layer_met1.png
Scale bar: 50 um.
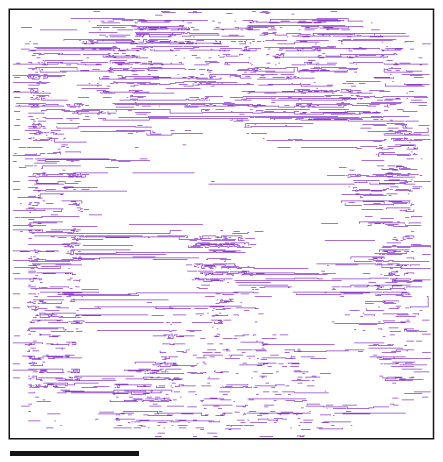
layer_met2.png
Scale bar: 50 um.
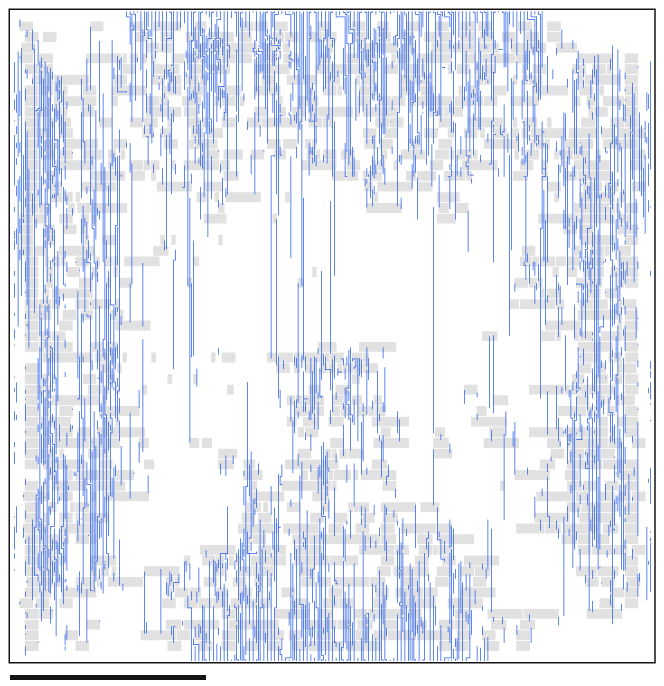
layer_met3.png
Scale bar: 50 um.
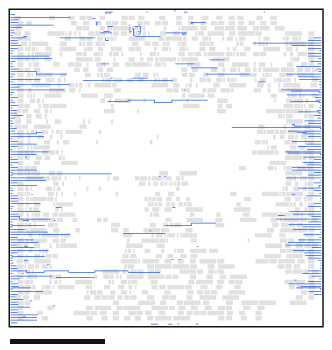
layer_met4.png
Scale bar: 50 um.
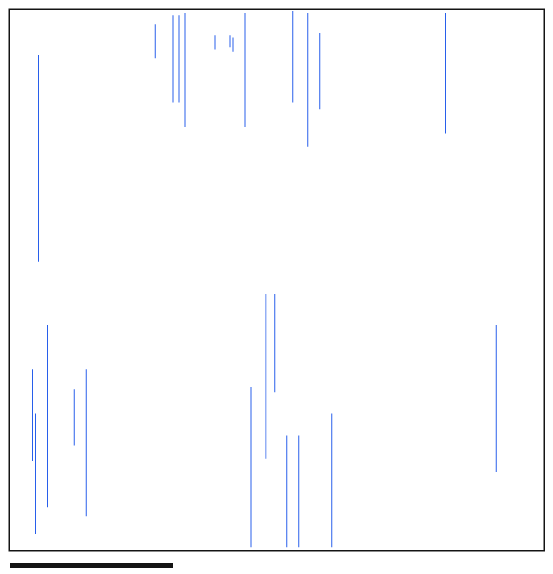
congestion.png
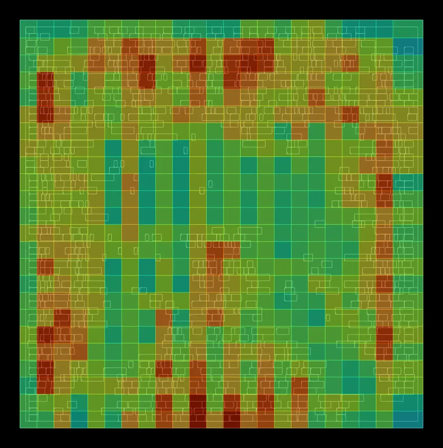
File: config.mk
export PLATFORM = sky130hd
export DESIGN_NAME = alu_rr_sched
export DESIGN_NICKNAME = d
export VERILOG_FILES = /design/src/rtl/alu_rr_sched.sv
export SDC_FILE = /design/constraint.sdc
export NUM_CORES = 1
export LEC_CHECK = 0
export CAP_MARGIN = 5
export CORE_AREA = 2 2 162 164
export CTS_BUF_LIST = sky130_fd_sc_hd__clkbuf_4 sky130_fd_sc_hd__clkbuf_8
export DETAILED_ROUTE_END_ITERATION = 10
export DIE_AREA = 0 0 164 166
export GPL_ROUTABILITY_DRIVEN = 0
export GPL_TIMING_DRIVEN = 0
export PLACE_DENSITY = 0.62
export SLEW_MARGIN = 10
export SYNTH_ARGS = -nofsm -noshare
export SYNTH_HDL_FRONTEND = slang
export SYNTH_SLANG_ARGS = --single-unit
export TNS_END_PERCENT = 10
File: constraint.sdc
create_clock -name clk -period 5.3 [get_ports clk]
set_input_delay 1.06 -clock clk [delete_from_list [all_inputs] [get_ports clk]]
set_output_delay 1.06 -clock clk [all_outputs]
set_load 0.03 [all_outputs]
File: src/rtl/alu_rr_sched.sv
// Round-robin scheduler sharing one registered ALU among NUM_REQ requesters.
// One operation is in flight at a time: IDLE (grant/accept) -> EXEC (ALU
// computes) -> CAPT (result captured) -> RESP (held until consumed).
module alu_rr_sched #(
   parameter int  NUM_REQ = 4,
   parameter int  DATA_W  = 32,
   localparam int IDW     = $clog2(NUM_REQ)
) (
   input  logic                      clk,
   input  logic                      rst,
   input  logic [NUM_REQ-1:0]        req_valid,
   output logic [NUM_REQ-1:0]        req_ready,
   input  logic [NUM_REQ*DATA_W-1:0] req_a,
   input  logic [NUM_REQ*DATA_W-1:0] req_b,
   input  logic [NUM_REQ*3-1:0]      req_op,
   output logic [DATA_W-1:0]         alu_a,
   output logic [DATA_W-1:0]         alu_b,
   output logic [2:0]                alu_opcode,
   input  logic [DATA_W-1:0]         alu_result,
   input  logic                      alu_error,
   output logic                      rsp_valid,
   input  logic                      rsp_ready,
   output logic [IDW-1:0]            rsp_id,
   output logic [DATA_W-1:0]         rsp_result,
   output logic                      rsp_error
);

   typedef enum logic [1:0] {
      IDLE = 2'd0,
      EXEC = 2'd1,
      CAPT = 2'd2,
      RESP = 2'd3
   } state_t;

   state_t              state_q,      state_d;
   logic [IDW-1:0]      last_grant_q, last_grant_d;
   logic [IDW-1:0]      cur_id_q,     cur_id_d;
   logic [DATA_W-1:0]   alu_a_q,      alu_a_d;
   logic [DATA_W-1:0]   alu_b_q,      alu_b_d;
   logic [2:0]          alu_opcode_q, alu_opcode_d;
   logic [IDW-1:0]      rsp_id_q,     rsp_id_d;
   logic [DATA_W-1:0]   rsp_result_q, rsp_result_d;
   logic                rsp_error_q,  rsp_error_d;

   logic                grant_vld;
   logic [IDW-1:0]      grant_idx;

   // Round-robin pick: first valid above last_grant, else first valid at or below it.
   always_comb begin
      grant_vld = 1'b0;
      grant_idx = '0;
      for (int i = 0; i < NUM_REQ; i++) begin
         if (!grant_vld && req_valid[i] && (i > int'(last_grant_q))) begin
            grant_vld = 1'b1;
            grant_idx = IDW'(i);
         end
      end
      for (int i = 0; i < NUM_REQ; i++) begin
         if (!grant_vld && req_valid[i] && (i <= int'(last_grant_q))) begin
            grant_vld = 1'b1;
            grant_idx = IDW'(i);
         end
      end
   end

   // Next-state, datapath loads and the one-hot accept, all from the current state.
   always_comb begin
      // NOTE: every signal gets a default before the case so no path leaves it unassigned (no latches).
      state_d      = state_q;
      last_grant_d = last_grant_q;
      cur_id_d     = cur_id_q;
      alu_a_d      = alu_a_q;
      alu_b_d      = alu_b_q;
      alu_opcode_d = alu_opcode_q;
      rsp_id_d     = rsp_id_q;
      rsp_result_d = rsp_result_q;
      rsp_error_d  = rsp_error_q;
      req_ready    = '0;
      unique case (state_q)
         IDLE: begin
            // Accept is withheld while reset is asserted so no requester sees a phantom grant.
            if (grant_vld && !rst) begin
               req_ready[grant_idx] = 1'b1;
               alu_a_d      = req_a[int'(grant_idx)*DATA_W +: DATA_W];
               alu_b_d      = req_b[int'(grant_idx)*DATA_W +: DATA_W];
               alu_opcode_d = req_op[int'(grant_idx)*3 +: 3];
               cur_id_d     = grant_idx;
               last_grant_d = grant_idx;
               state_d      = EXEC;
            end
         end
         EXEC: begin
            state_d = CAPT;
         end
         CAPT: begin
            rsp_result_d = alu_result;
            rsp_error_d  = alu_error;
            rsp_id_d     = cur_id_q;
            state_d      = RESP;
         end
         RESP: begin
            if (rsp_ready) begin
               state_d = IDLE;
            end
         end
         default: begin
            state_d = IDLE;
         end
      endcase
   end

   // State and datapath registers; reset drops any in-flight operation.
   // NOTE: reset is asynchronous so rsp_valid (decoded from state) falls without waiting for a clock edge.
   always_ff @(posedge clk or posedge rst) begin
      if (rst) begin
         state_q      <= IDLE;
         last_grant_q <= IDW'(NUM_REQ - 1);
         cur_id_q     <= '0;
         alu_a_q      <= '0;
         alu_b_q      <= '0;
         alu_opcode_q <= 3'b000;
         rsp_id_q     <= '0;
         rsp_result_q <= '0;
         rsp_error_q  <= 1'b0;
      end else begin
         // NOTE: non-blocking assignments so every register samples pre-edge values.
         state_q      <= state_d;
         last_grant_q <= last_grant_d;
         cur_id_q     <= cur_id_d;
         alu_a_q      <= alu_a_d;
         alu_b_q      <= alu_b_d;
         alu_opcode_q <= alu_opcode_d;
         rsp_id_q     <= rsp_id_d;
         rsp_result_q <= rsp_result_d;
         rsp_error_q  <= rsp_error_d;
      end
   end

   assign alu_a      = alu_a_q;
   assign alu_b      = alu_b_q;
   assign alu_opcode = alu_opcode_q;
   assign rsp_valid  = (state_q == RESP);
   assign rsp_id     = rsp_id_q;
   assign rsp_result = rsp_result_q;
   assign rsp_error  = rsp_error_q;

endmodule

==> results.toml <==
# implementation run metrics
[run_status]
status = "finished clean"

[timing]
maxSlewViolCount = 0
hold_viol = 0
fin_ws_ns = 0.336

[floorplanning]
die_area_um2 = 27200
die_w_um = 164
taps = 335

[power]
switchingPower_uw = 2490
swShare_pct = 46.1
sequentialPower_uw = 1480
maxPowerGroup = "combinational logic"

[yosys]
ys_chip_area_um2 = 5790
syn_nets = 902
syn-cell-area_um2 = 5790
yosysSeqAreaShare_pct = 46.7
synth-xor-area-share_pct = 0
yosys_warnings = 0

[finish]
logic_area_um2 = 2720
n_all_buffers = 476
final_nets = 1329
antenna_cells = 2

[clock_network]
cts_num_sinks = 108
post_cts_buffers = 0
htreeDepth = 3
root_buffer = "clkbuf_8"

[placed_design]
pre_cts_ws_ns = 0.275

[setup_path]
critPathKind = "in -> out"
r2r_end = "alu_a[3]$_DFFE_PP0P_"
r2r_cells = 6
rr_startpoint = "last_grant_q[1]$_DFFE_PP1P_"

[drt]
drtAntennaViolNets = 0
drc_errors = 0

[grt]
grt-ovfl-total = 0
grt_pass1_vias = 6724
About layer_met1.png:
- nets with wire on the layer: 1164
- wire length on this layer: 10600 um
- main direction: horizontal

About layer_met2.png:
- main direction: vertical
- wire length on this layer: 13200 um

About layer_met3.png:
- wire length on this layer: 2210 um
- share of all routed wire: 8.2%
- main direction: horizontal
- longest straight run: 52.0 um
- nets with wire on the layer: 262

About layer_met4.png:
- nets with wire on the layer: 25
- share of all routed wire: 3.0%
- main direction: vertical
- wire length on this layer: 801 um

About congestion.png:
gr usage total: 18.9%
global routing usage on met2: 33.1%
grt peak-use layer: met2
DR WL/cell: 19.7 um

[per-layer routing]
metal | track usage [%] | wire (um)
met3 | 5.69 | 2210
met5 | 0 | 0
met1 | 21.5 | 10600
met4 | 7.21 | 801
met2 | 33.1 | 13200
[through the flow]
stage               hold WS, ns  util, %  instances  setup TNS (ns)  cell area [um2]
floorplan                 0.444        -        591               0             5800
global placement          0.465     40.4       1339          -34.01            10300
detailed placement        0.470     40.6       1342               0            10400
CTS                       0.499     41.5       1358               0            10600
global route              0.523     41.5       1359               0            10600
finish                    0.496     41.5       1360               0            10600
[worst max-delay path: stages]
cell,delay (ns)
clkdlybuf4s50_1,0.45
clkinvlp_4,0.30
buf_12,0.27
nand3_2,0.31
nor4_1,0.55
and2_1,0.22
clkdlybuf4s50_1,0.72
